Design mem_port_arbiter_flat, sky130hd; sources not shown.
Figure 1. Cells colored by class.
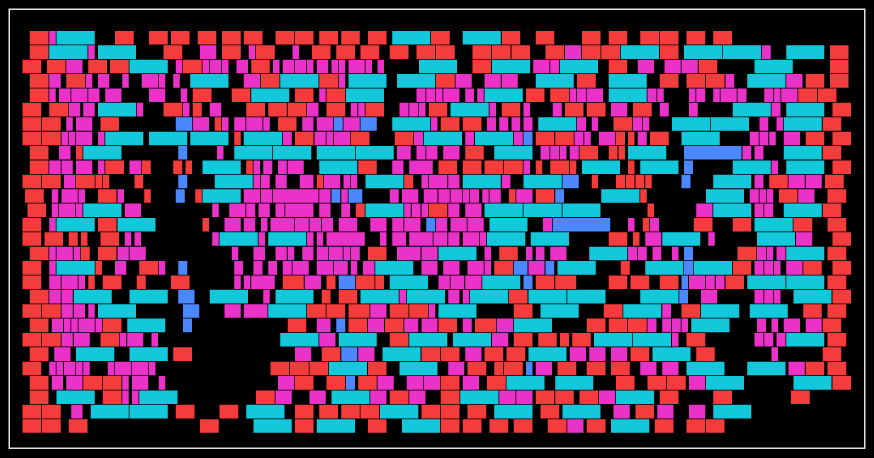
legend:
  cyan:
    class: registers
    cells: 149
  blue:
    class: clock drivers and dummy loads
    cells: 32
  magenta:
    class: remaining logic cells
    cells: 401
  red:
    class: remaining buffers and delay cells
    cells: 317
Seq area share: 0.338
row count: 28
core utilization of the finished layout: 0.739
core region area: 11,900 sq um

Figure 2. Clock nets.
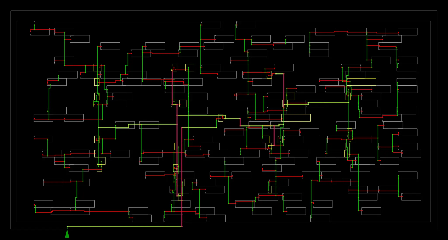
TritonCTS sink count: 149
count of sequential standard cells: 149
number of CTS-inserted buffers: 17
Clock Power: 0.00122 W
count of clock buffers in the final design: 17

==> run notes <==
Notes on the flow run.

- The root cell of the clock tree is sky130_fd_sc_hd__clkbuf_2, for reference.
- The dominant register cell is sky130_fd_sc_hd__dfxtp_1, for reference.
- The count of endpoints failing setup in the final report is 0, for reference.
- The yosys-reported design area after synthesis is 5710 sq um, for reference.
- The time the final worst path needs with I/O delays and setup is 2.56 ns, for reference.
- The cell area after placement is 8590 sq um, for reference.
- For flop-to-flop paths, the worst setup slack is 0.51 ns.
- Note, the detailed placer reported a final HPWL of 13,300 um.
- Per the run summary, max-cap violations total 0.
- The count of nets after finishing is 1,024, for reference.
- The core utilization at floorplan is 0.478, for reference.
- The cell count after synthesis is 600, for reference.
- In this run, placement finished with an instance count of 1,032.
- Per the synth stats, the proportion of register bits with asynchronous set or reset is 0.
- The final layout contains routed wiring with a total length of 17,500 um.
- The data required time reported for the critical path is 2.38 ns.
- In this run the number of H-tree levels came out at 4.
- Per the final report, max-transition violations number 0.
- The area taken by multi-input logic gates is 2350 sq um, for reference.
- The largest single stage delay on the critical path is 0.49 ns.
- The setup clock skew after layout is 0.0406 ns, for reference.
- The leakage component of the power is 3.24 nW, for reference.
- Leaving out the clock tree, the finished layout contains an inverter count of 37.
- In the final report, the number of hold violations comes to 0.
- The most common library cell in the layout ignoring fill and taps is sky130_fd_sc_hd__clkdlybuf4s50_1, for reference.
- The dominant non-sequential cell family after synthesis is AND-OR/OR-AND gates, for reference.
- The multi-input combinational cell count is 364, for reference.
- The post-synthesis register bit count is 149, for reference.
- The run finished with clean final reports.
- The number of unique standard cell types used by synthesis is 43, for reference.
- In the hold timing report, the worst path depth is 3.
- All stages included, the depth of the critical timing path comes to 5.
- The first global-routing pass estimated 27,000 um of wire.
- The clock-cell share of area is 0.0271, for reference.
- In the Yosys report the total cell count is 600.
- The hold slack is 0.294 ns, for reference.
- The worst setup path is launched from a flip-flop.
- Between the synthesized netlist and the finished layout, the area growth was recorded as 54.7%.
- In the synthesized netlist, the cells that appear most often are 149 x sky130_fd_sc_hd__dfxtp_1, 69 x sky130_fd_sc_hd__nand2_1, 65 x sky130_fd_sc_hd__a22o_1.
- The total number of warnings across the stage logs is 28, for reference.
repair_timing:
action                                 4_1_cts  5_1_grt
endpoints found under the hold margin        0        0
resized                                      0        1
setup endpoints to repair                    0        1
routing by layer:
metal  part of all wire  global-route usage  vias up  wire, um
li1                   -                   -     2761         -
met1               0.41               0.294     2748      7130
met2               0.51               0.471      220      8930
met3              0.062              0.0561       37      1080
met4              0.022               0.106        0       378
met5                  0                   -        -         0
power breakdown:
group / total, W / internal (W) / switching [W]
Clock: 0.00122 / 0.000415 / 0.000806
Sequential: 0.00230 / 0.00224 / 0.0000637
Combinational: 0.000871 / 0.000482 / 0.000389
Power and IR drop assume default switching activity.
